$ cat config.mk
export PLATFORM = sky130hd
export DESIGN_NAME = pulse_event_dispatcher_flat
export DESIGN_NICKNAME = d
export VERILOG_FILES = /design/src/rtl/pulse_event_dispatcher_pkg.sv /design/src/rtl/pulse_event_dispatcher_if.sv /design/src/rtl/pulse_event_dispatcher_arbiter_round_robin.sv /design/src/rtl/pulse_event_dispatcher.sv /design/src/flat_wrapper.sv
export SDC_FILE = /design/constraint.sdc
export NUM_CORES = 1
export LEC_CHECK = 0
export CORE_ASPECT_RATIO = 1.5
export CORE_MARGIN = 1
export CORE_UTILIZATION = 25
export CTS_CLUSTER_DIAMETER = 50
export DETAILED_ROUTE_END_ITERATION = 6
export PLACE_DENSITY = 0.42
export SLEW_MARGIN = 20
export SYNTH_ARGS = -nofsm -noshare
export SYNTH_HDL_FRONTEND = slang
export SYNTH_SLANG_ARGS = --single-unit
$ cat constraint.sdc
create_clock -name clock -period 3.3 [get_ports clock]
set_input_delay 0.33 -clock clock [delete_from_list [all_inputs] [get_ports clock]]
set_output_delay 0.33 -clock clock [all_outputs]
set_load 0.05 [all_outputs]
$ cat src/rtl/pulse_event_dispatcher_pkg.sv
// Shared constants and helpers for the pulse event dispatcher.
package pulse_event_dispatcher_pkg;

  localparam int MAX_EVENT_COUNT = 64;

  function automatic int clog2(input int v);
    int r;
    r = 0;
    while ((1 << r) < v) r++;
    return r;
  endfunction

endpackage

$ cat src/rtl/pulse_event_dispatcher_if.sv
// Valid/ready dispatch channel carrying an event index.
interface pulse_event_dispatcher_if #(
  parameter int INDEX_WIDTH = 3
) ();
  logic                   event_valid;
  logic                   event_ready;
  logic [INDEX_WIDTH-1:0] event_index;

  modport master (output event_valid, output event_index, input event_ready);
  modport slave  (input event_valid, input event_index, output event_ready);
endinterface

$ cat src/rtl/pulse_event_dispatcher_arbiter_round_robin.sv
// Round-robin arbiter: searches upward from last_granted+1 with wrap.
module arbiter_round_robin #(
  parameter int N  = 8,
  parameter int IW = 3
) (
  input  logic [N-1:0]  req,
  input  logic [IW-1:0] last_granted,
  output logic [N-1:0]  grant,
  output logic          any,
  output logic [IW-1:0] index
);
  import pulse_event_dispatcher_pkg::*;

  // Wide enough to hold last_granted + N without overflow for any legal N.
  localparam int SUM_W = clog2(MAX_EVENT_COUNT) + 2;

  logic [SUM_W-1:0] pos;

  always_comb begin
    grant = '0;
    any   = 1'b0;
    index = '0;
    pos   = '0;
    for (int i = 1; i <= N; i++) begin
      pos = SUM_W'(last_granted) + SUM_W'(i);
      if (pos >= SUM_W'(N)) pos = pos - SUM_W'(N);
      if (!any && req[IW'(pos)]) begin
        grant[IW'(pos)] = 1'b1;
        any             = 1'b1;
        index           = IW'(pos);
      end
    end
  end
endmodule

$ cat src/rtl/pulse_event_dispatcher.sv
// Latches per-source event pulses and dispatches them one at a time,
// round-robin, over a valid/ready channel; tracks sticky overflow.
module pulse_event_dispatcher #(
  parameter int EVENT_COUNT = 8,
  parameter int INDEX_WIDTH = 3
) (
  input  logic                   clock,
  input  logic                   clear,
  input  logic [EVENT_COUNT-1:0] pulses_in,
  input  logic [EVENT_COUNT-1:0] overflow_clear,
  output logic [EVENT_COUNT-1:0] pending_out,
  output logic [EVENT_COUNT-1:0] overflow_out,
  pulse_event_dispatcher_if.master evt
);
  import pulse_event_dispatcher_pkg::*;

  logic [EVENT_COUNT-1:0] pending, overflow, grant, dispatch_clr, ovf_set;
  logic                   any, load, valid_q;
  logic [INDEX_WIDTH-1:0] arb_index, index_q, last_granted;

  arbiter_round_robin #(.N(EVENT_COUNT), .IW(INDEX_WIDTH)) u_arb (
    .req          (pending),
    .last_granted (last_granted),
    .grant        (grant),
    .any          (any),
    .index        (arb_index)
  );

  assign load         = !valid_q || evt.event_ready;
  assign dispatch_clr = load ? grant : '0;
  // A pulse landing on a bit being dispatched this edge re-arms it rather
  // than overflowing; only a still-pending bit can overflow.
  assign ovf_set      = pulses_in & pending & ~dispatch_clr;

  always_ff @(posedge clock) begin
    if (clear) begin
      pending      <= '0;
      overflow     <= '0;
      valid_q      <= 1'b0;
      index_q      <= '0;
      last_granted <= INDEX_WIDTH'(EVENT_COUNT - 1);
    end else begin
      pending  <= (pending & ~dispatch_clr) | pulses_in;
      overflow <= (overflow & ~overflow_clear) | ovf_set;
      if (load) begin
        valid_q <= any;
        if (any) begin
          index_q      <= arb_index;
          last_granted <= arb_index;
        end
      end
    end
  end

  assign pending_out     = pending;
  assign overflow_out    = overflow;
  assign evt.event_valid = valid_q;
  assign evt.event_index = index_q;
endmodule
$ cat src/flat_wrapper.sv
// flat-port wrapper written by rule: the top's interface ports become plain ports
module pulse_event_dispatcher_flat import pulse_event_dispatcher_pkg::*;
#(
  parameter int EVENT_COUNT = 8,
  parameter int INDEX_WIDTH = 3
)
  (clock, clear, pulses_in, overflow_clear, pending_out, overflow_out, evt_event_valid, evt_event_index, evt_event_ready);
  pulse_event_dispatcher_if #(.INDEX_WIDTH(INDEX_WIDTH)) evt_i ();
  input  logic clock;
  input  logic clear;
  input  logic [EVENT_COUNT-1:0] pulses_in;
  input  logic [EVENT_COUNT-1:0] overflow_clear;
  output logic [EVENT_COUNT-1:0] pending_out;
  output logic [EVENT_COUNT-1:0] overflow_out;
  output wire logic [$bits(evt_i.event_valid)-1:0] evt_event_valid;
  output wire logic [$bits(evt_i.event_index)-1:0] evt_event_index;
  input wire logic [$bits(evt_i.event_ready)-1:0] evt_event_ready;
  assign evt_event_valid = evt_i.event_valid;
  assign evt_event_index = evt_i.event_index;
  assign evt_i.event_ready = evt_event_ready;
  pulse_event_dispatcher #(.EVENT_COUNT(EVENT_COUNT), .INDEX_WIDTH(INDEX_WIDTH)) u_core (.clock(clock), .clear(clear), .pulses_in(pulses_in), .overflow_clear(overflow_clear), .pending_out(pending_out), .overflow_out(overflow_out), .evt(evt_i));
endmodule
==> reports/summary.txt <==
Top Ports: 39
Post-layout nets: 397
status: completed
relative slew slack: 42.5%
GRT overflow: 0
postcts setup bufs: 0
total track usage: 18.9%
DR pass1 iterations: 5
final instance area: 3440 um2
reg-to-reg endpoint: u_core.overflow_out[3]
most frequent cell after synthesis: nand2_1
DR WL/cell: 20.1 um
yosys cell count: 320
Post-DP HPWL: 8030 um
worst hold start: u_core.evt.event_index[2]
antenna violations before repair: 0
hold crit path type: reg -> reg
cell depth of the worst setup path: 10
DRT iter0 DRCs: 255
pwr/cell area: 1210 nW/um2
root buffer cell: clkbuf_16
Post-Syn Area per Cell: 8.36 um2
vias per inst: 5.54
path depth of the worst reg2reg path: 10
Setup Viol. Count Final: 0
top cells by count: nand2_1 (33), a21oi_1 (27), dfxtp_1 (23)
sequential share of the synthesized area: 17.2%
post-synth area from yosys stat: 2670 um2
Slew @ Worst Pin: 0.860 ns
CP endpoint: u_core.overflow_out[3]
EDFF count, synth: 0
syn nets: 345
FP Util: 26.1%
core area: 10200 um2
hold_buf cts: 0
clock latency on the worst-skew pair: 0.26 ns
placed cells: 508
Hold Path End: u_core.evt.event_index[2]
TritonCTS clock tree: done
Placer Congestion: 0.909
ant diodes: 0
CTS sink count: 23
max-cap check violation count: 0
fin. max-slew vios: 0
chip area: 11100 um2
Worst Setup Start Kind: register
WP data arrival: 3.23 ns
YS warnings: 0
H-tree depth: 1
stage by stage:
step / power [mW] / util (%)
after floorplan: 2.77 / -
after global placement: 3.85 / 32.4
after detailed placement: 3.79 / 32.4
after CTS: 4.11 / 33.3
after global routing: 4.42 / 33.6
final: 4.16 / 33.6
final cells by class:
cell class | instances | area [um2]
Fill cell | 1127 | 6810
Sequential cell | 23 | 460
Tap cell | 141 | 176
Inverter | 13 | 48.8
Multi-Input combinational cell | 260 | 2050
Clock buffer | 4 | 78.8
Timing Repair Buffer | 71 | 628
cells by family (layout without fill, tap and decap cells):
logic type	count (synthesis)	after routing	synth area share [%]
compound gates	94	94	26.6
xor+xnor	4	4	1.59
fa+ha+maj	6	6	2.81
buf+inv	37	88	7.72
flops	23	23	17.2
mux	34	34	19.3
simple gates	122	122	24.8
metal layers:
layer / track usage (%) / share of wire, % / up-vias / wire length, um
li1: - / - / 1321 / -
met1: 21.8 / 39 / 1345 / 4050
met2: 32.5 / 49 / 123 / 4990
met3: 1.22 / 4.3 / 50 / 443
met4: 14.1 / 7.7 / 0 / 791
met5: 0 / 0 / - / 0
power breakdown:
part           total, mW  internal [mW]  switching (mW)
clock network      0.262          0.165          0.0970
logic               3.48           1.37            2.11
registers          0.413          0.339          0.0735
total               4.16           1.88            2.28
registers in the layout, indices dropped and copies added, names as in the netlist:
register / count
u_core.evt.event_valid: 1
u_core.last_granted: 3
u_core.pending_out: 8
u_core.overflow_out: 8
u_core.evt.event_index: 3
layout by cell type, fill, tap and decap left out, types with 7 or more instances in the layout:
cell / instances
nor3_1: 13
dfxtp_1: 23
nor2_1: 20
nand3_1: 12
mux4_2: 8
nand2_1: 33
mux2i_1: 11
clkdlybuf4s50_1: 38
inv_1: 12
a21oi_1: 27
mux2_4: 7
buf_4: 33
nand2b_1: 9
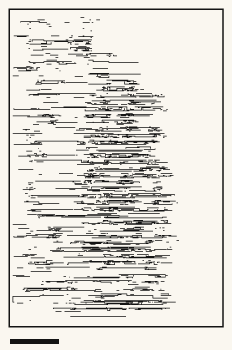
(the metal 1 layer)
Bar = 20 um.
The longest straight run is 23.5 um. 357 nets have wire on it. The layer holds 39% of the routed length.
met1 GRT Util: 21.8%
routed via count: 2839

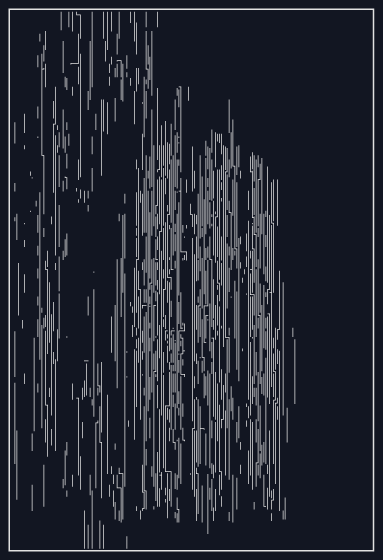
(metal 2)
The layer carries 4990 um of wire. 337 nets have wire on it. The longest straight run is 52.4 um.

No activity file was given, so power comes from the tool's default toggle rates.
